--- config.mk ---
export PLATFORM = sky130hd
export DESIGN_NAME = alu_ctrl_issue
export DESIGN_NICKNAME = d
export VERILOG_FILES = /design/src/rtl/alu_ctrl_issue.sv
export SDC_FILE = /design/constraint.sdc
export NUM_CORES = 1
export LEC_CHECK = 0
export CAP_MARGIN = 40
export CORE_MARGIN = 4
export CORE_UTILIZATION = 40
export DETAILED_ROUTE_END_ITERATION = 10
export PLACE_DENSITY = 0.68
export SYNTH_ARGS = -nofsm -noshare
export SYNTH_HDL_FRONTEND = slang
export SYNTH_SLANG_ARGS = --single-unit
--- constraint.sdc ---
create_clock -name clk -period 3.4 [get_ports clk]
set_input_delay 0.51 -clock clk [delete_from_list [all_inputs] [get_ports clk]]
set_output_delay 0.51 -clock clk [all_outputs]
set_load 0.02 [all_outputs]
--- src/rtl/alu_ctrl_issue.sv ---
// ID->EX ALU issue stage: decodes opcode/funct to ALUOP, selects In2, registers through a 2-entry skid buffer.
// Optional build macro ALU_CTRL_ILLEGAL_TRAP_EN: flags unsupported encodings on ex_illegal.
module alu_ctrl_issue #(
  parameter int         DATA_W     = 32,
  parameter logic [2:0] DEFAULT_OP = 3'b010
) (
  input  logic              clk,
  input  logic              rst_n,
  input  logic              flush,
  input  logic              id_valid,
  output logic              id_ready,
  input  logic [5:0]        id_opcode,
  input  logic [5:0]        id_funct,
  input  logic [DATA_W-1:0] id_rs_val,
  input  logic [DATA_W-1:0] id_rt_val,
  input  logic [15:0]       id_imm,
  output logic              ex_valid,
  input  logic              ex_ready,
  output logic [2:0]        ex_aluop,
  output logic [DATA_W-1:0] ex_in1,
  output logic [DATA_W-1:0] ex_in2,
  output logic              ex_illegal
);

  localparam logic [2:0] OP_AND = 3'b000;
  localparam logic [2:0] OP_OR  = 3'b001;
  localparam logic [2:0] OP_ADD = 3'b010;
  localparam logic [2:0] OP_SUB = 3'b110;
  localparam logic [2:0] OP_SLT = 3'b111;

  localparam logic [1:0] SEL_RT   = 2'b00;
  localparam logic [1:0] SEL_SEXT = 2'b01;
  localparam logic [1:0] SEL_ZEXT = 2'b10;

  typedef struct packed {
    logic [2:0]        aluop;
    logic [DATA_W-1:0] in1;
    logic [DATA_W-1:0] in2;
`ifdef ALU_CTRL_ILLEGAL_TRAP_EN
    logic              illegal;
`endif
  } op_t;

  logic [2:0] aluop_s;
  logic [1:0] sel_s;
  op_t        dec_s;
`ifdef ALU_CTRL_ILLEGAL_TRAP_EN
  logic       illegal_s;
`endif

  // Instruction decode into ALUOP and In2 source
  always_comb begin
    aluop_s = DEFAULT_OP;
    sel_s   = SEL_RT;
`ifdef ALU_CTRL_ILLEGAL_TRAP_EN
    illegal_s = 1'b0;
`endif
    case (id_opcode)
      6'b000000: begin
        case (id_funct)
          6'b100000, 6'b100001: aluop_s = OP_ADD;
          6'b100010, 6'b100011: aluop_s = OP_SUB;
          6'b100100:            aluop_s = OP_AND;
          6'b100101:            aluop_s = OP_OR;
          6'b101010:            aluop_s = OP_SLT;
          default: begin
            aluop_s = DEFAULT_OP;
`ifdef ALU_CTRL_ILLEGAL_TRAP_EN
            illegal_s = 1'b1;
`endif
          end
        endcase
      end
      6'b100011, 6'b101011, 6'b001000: begin aluop_s = OP_ADD; sel_s = SEL_SEXT; end
      6'b000100:                       begin aluop_s = OP_SUB; sel_s = SEL_RT;   end
      6'b001010:                       begin aluop_s = OP_SLT; sel_s = SEL_SEXT; end
      6'b001100:                       begin aluop_s = OP_AND; sel_s = SEL_ZEXT; end
      6'b001101:                       begin aluop_s = OP_OR;  sel_s = SEL_ZEXT; end
      default: begin
        aluop_s = DEFAULT_OP;
        sel_s   = SEL_RT;
`ifdef ALU_CTRL_ILLEGAL_TRAP_EN
        illegal_s = 1'b1;
`endif
      end
    endcase
  end

  // Assemble the decoded op payload
  always_comb begin
    dec_s       = '0;
    dec_s.aluop = aluop_s;
    dec_s.in1   = id_rs_val;
    case (sel_s)
      SEL_SEXT: dec_s.in2 = {{(DATA_W-16){id_imm[15]}}, id_imm};
      SEL_ZEXT: dec_s.in2 = {{(DATA_W-16){1'b0}}, id_imm};
      default:  dec_s.in2 = id_rt_val;
    endcase
`ifdef ALU_CTRL_ILLEGAL_TRAP_EN
    dec_s.illegal = illegal_s;
`endif
  end

  logic or_valid_q, or_valid_d;
  logic sr_valid_q, sr_valid_d;
  op_t  or_q, or_d;
  op_t  sr_q, sr_d;
  logic accept_s;
  logic or_free_s;

  // id_ready depends only on registered state, never on ex_ready
  assign id_ready  = ~sr_valid_q;
  assign accept_s  = id_valid & ~sr_valid_q & ~flush;
  assign or_free_s = ~or_valid_q | ex_ready;

  // Skid-buffer next state: SR has priority over new input when OR frees up
  always_comb begin
    or_valid_d = or_valid_q;
    sr_valid_d = sr_valid_q;
    or_d       = or_q;
    sr_d       = sr_q;
    if (flush) begin
      or_valid_d = 1'b0;
      sr_valid_d = 1'b0;
    end else if (or_free_s) begin
      if (sr_valid_q) begin
        or_d       = sr_q;
        or_valid_d = 1'b1;
        sr_valid_d = 1'b0;
      end else if (accept_s) begin
        or_d       = dec_s;
        or_valid_d = 1'b1;
      end else begin
        or_valid_d = 1'b0;
      end
    end else if (accept_s) begin
      sr_d       = dec_s;
      sr_valid_d = 1'b1;
    end else begin
      sr_valid_d = sr_valid_q;
    end
  end

  // State registers for valid bits and op payloads
  always_ff @(posedge clk or negedge rst_n) begin
    if (!rst_n) begin
      or_valid_q <= 1'b0;
      sr_valid_q <= 1'b0;
      or_q       <= '{aluop: DEFAULT_OP, default: '0};
      sr_q       <= '{aluop: DEFAULT_OP, default: '0};
    end else begin
      or_valid_q <= or_valid_d;
      sr_valid_q <= sr_valid_d;
      or_q       <= or_d;
      sr_q       <= sr_d;
    end
  end

  assign ex_valid = or_valid_q;
  assign ex_aluop = or_q.aluop;
  assign ex_in1   = or_q.in1;
  assign ex_in2   = or_q.in2;
`ifdef ALU_CTRL_ILLEGAL_TRAP_EN
  assign ex_illegal = or_q.illegal;
`else
  assign ex_illegal = 1'b0;
`endif

endmodule

==> impl_metrics.yaml <==
# generated from flow reports
cells_and_area:
  areaGrowthSynthToFinish_pct: 39.00
  n_antenna_cell: 0
  final_nets: 809
  drive_above_1_share: 0.1593
logic_synthesis:
  synthAdderAreaFrac: 0.004112
  xor_share: 0
  yosys_warnings: 0
  edf_count: 0
  ys_types: 38
  syn_nets: 659
  synth_seq_share: 0.5596
  ys_top_logic_family: "multiplexers"
  synth.area.top_cells: "dfrtp_1, mux2_2, o21ai_0"
  synth_flops: 136
  syn_avg_cell_area_sq_um: 10.87
  post-synth-top-area-cell: "dfrtp_1"
  ys_cells: 560
  ys_chip_area_sq_um: 6086
  ff_type: "dfrtp_1"
  mux_share: 0.1711
  ys_top_cells_by_count: "dfrtp_1, nand2_1, o21ai_0"
  synthAoiAreaFrac: 0.1386
  syn_area_sq_um: 6086
  syn_inst: 560
  netlist.area_leader.share: 0.5510
  simple_gate_share: 0.09211
  synth-async-reset-ratio: 1.000
  top_cell: "dfrtp_1"
sta:
  max_freq_mhz: 344.5
  slew_headroom: 0.4327
  finalHoldViolCount: 0
  setup_violations: 0
  report.final.slew_viol_count: 0
  min_period_ns: 2.903
  tightest_slew_ns: 0.8509
  worst_hold_slack_ns: 0.1172
  rsz0062_at_grt: "false"
  layout_setup_ws_ns: 0.4975
floorplanning:
  die_h_um: 131.3
  fp_util: 0.4140
  die_area_sq_um: 17250
  dieWidth_um: 131.3
  ios: 167
critical_path:
  cp.required_ns: 3.75
  arrival_ns: 3.26
  cp-start-kind: "primary input"
  cp_slowest_cell: "and3b_1"
  rr_endpoint: "sr_q[34]$_DFFE_PN0P_"
  timing.rr.start: "ex_valid$_DFFE_PN0N_"
  path_class: "primary input to flip-flop"
  cp_max_fo: 16
  crit_path_max_incr_delay_ns: 0.67
  cp_cell_sequence: "clkdlybuf4s50_1, nor3b_1, a31oi_1, or3_2, ha_1, and3b_1, a21oi_1, o21ai_0, mux2_2"
  r2r_cells: 4
global_routing:
  grt-ovfl-total: 0
  grt_max_degree: 81
  antenna_found_initial: 0
  grt_pass1_wl_um: 25140
  grt_pass1_vias: 4920
cts:
  cts_buffer_depth: 2
  ctsHtreeMaxLevel: 4
  hold_buffers: 0
  tritoncts: "yes"
  postCtsSetupBuffers: 0
  cts_root_buf: "clkbuf_16"
  cts_sinks: 136
  path_clk_slew_ns: 0.05
  cts_buffers: 17
placed_design:
  place_congestion: 0.8651
  portBuffers: 165
  dpl_worst_slack_ns: 0.07959
  dp_hpwl_um: 10210
run_status:
  status: "finished clean"
pwr:
  p_int_w: 0.003699
  p_sw_frac: 0.2661
  p_per_area_nw_per_um2: 595.8
  p_leak_nw: 3.432
  seqPwrFrac: 0.425
  worst_ir_drop_vdd_uv: 360.3
  power_w: 0.005040
routing:
  vias_per_cell: 5.171
  drt_iter0_drc: 261
  dr.pass1.iters: 6
  route.detailed.drc: 0
  antenna_left: 0
hold_path:
  hold_class: "primary input to asynchronous set/reset pin"
flow_run:
  warnings: 27
  maxCapViolCount: 0
cell families (layout without fill, tap and decap cells):
family	after synthesis	after routing
multiplexers	96	96
AND/OR/NAND/NOR	131	131
adder cells (fa/ha/maj)	2	2
flip-flops	136	136
buffers and inverters	46	208
other	1	1
AND-OR/OR-AND	148	148
flip-flops by register name, indices dropped and copies added, names as in the netlist:
signal and count:
ex_aluop 3, sr_q 67, sr_valid_q 1, ex_valid 1
ex_in1 32, ex_in2 32
worst max path at each step:
stage	start	to	slack, ns	depth (start not counted)
global placement	id_opcode[5]	ex_in2[28]$_DFFE_PN0P_	0.18	9
CTS	id_opcode[5]	ex_in2[18]$_DFFE_PN0P_	0.52	9
floorplan	id_opcode[5]	ex_in2[10]$_DFFE_PN0P_	0.77	11
finish	id_opcode[5]	ex_in2[18]$_DFFE_PN0P_	0.50	9
global route	id_opcode[5]	ex_in2[24]$_DFFE_PN0P_	0.30	9
detailed placement	id_opcode[5]	ex_in2[18]$_DFFE_PN0P_	0.08	9
worst register-to-register path, stage by stage, from the launching register on:
cell and delay (ns):
dfrtp_1 0.37, nor2b_1 0.56, nand3_4 0.37, buf_4 0.42, mux2_2 0.37
layer usage:
| metal | GRT usage | vias up | part of all wire |
|---|---|---|---|
| li1 | - | 2252 | - |
| met1 | 0.2268 | 2270 | 0.45 |
| met4 | 0.05484 | 0 | 0.013 |
| met5 | 0 | - | 0 |
| met2 | 0.2843 | 149 | 0.45 |
| met3 | 0.07683 | 14 | 0.082 |
power groups by stage:
stage	logic (W)	clock network (W)	registers [W]
4_1_cts	0.00113	0.00184	0.00215
3_3_place_gp	0.00109	0	0.00215
6_report	0.00111	0.00179	0.00214
2_1_floorplan	0.000391	0	0.00231
3_5_place_dp	0.00112	0	0.00217
5_1_grt	0.00121	0.00191	0.00219
metrics by stage:
step	cell area [sq um]	instances
after CTS	8459	906
final	8459	906
after floorplan	6086	560
after global placement	7876	875
after global routing	8459	906
after detailed placement	7876	875
cell type report:
cell class	instances	area [sq um]
fill	1209	6240
tap	184	230.2
inverter	3	11.26
timing repair buffer	174	1733
clock inverter	8	95.09
sequential	136	3410
multi-input combinational	378	2492
clock buffer	23	488.0
cells in the final DEF, fill, tap and decap left out, drive strengths merged, types with 2 or more instances in the layout:
master	instances
buf	10
nor3	3
a31oi	2
dfrtp	134
o311a	2
a21oi	49
nor3b	3
ha	2
nor2b	2
nor2	38
clkbuf	23
nand3	2
nand2	73
mux2i	32
dfstp	2
clkinv	4
nand2b	3
o21ai	73
a22oi	17
clkinvlp	2
mux2	64
or3	2
clkdlybuf4s50	164
inv	3
bufinv	2
Fig. 1: zoomed window
Region (46, 19) to (86, 59) um. Cells in gray, sequential cells in the stronger gray; small squares are vias.
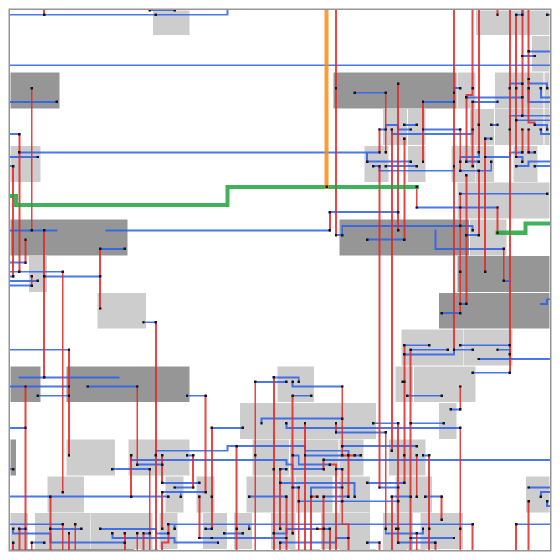
- red: met2
- blue: met1
- orange: met4
- green: met3
- cells with their middle in the window: 55
- most frequent: nand2_1 (6), o21ai_0 (6), clkdlybuf4s50_1 (5)
- sequential cells in the window: 6
- netlist names of flops here include: `sr_q` (3), `ex_aluop` (2)

Fig. 2: signal wires by layer
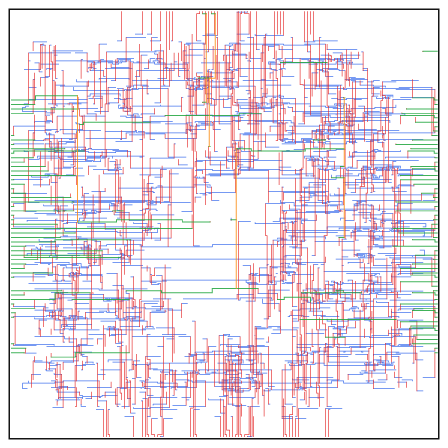
- blue: met1 (wire length 6750 um)
- orange: met4 (wire length 191 um)
- green: met3 (wire length 1240 um)
- red: met2 (wire length 6820 um)
Total Routing Usage GR: 0.1802
via count: 4685
Detailed Route WL: 15010 um

Fig. 3: cell outlines without signal wires
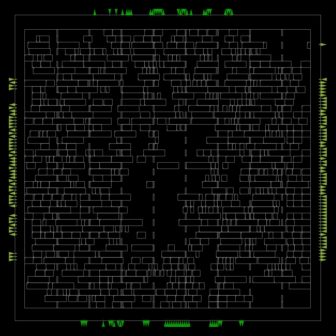
Layout fillers: 1209
final core utilization: 0.5755
row cnt: 44
placeable core area: 14700 sq um

Fig. 4: clock wires, drivers and flops
Scale bar: 50 um.
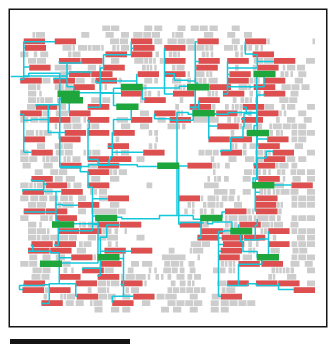
- red: flip-flops (count 136)
- cyan: clock wires (length 1630 um)
- green: cells driving clock nets (count 17)
- routed clock nets: 18
clock skew: 0.009092 ns
Clk power: 0.00179 W
clock power share: 0.354
Latency at later pin: 0.42 ns

Power is estimated from default activity; no workload was simulated.
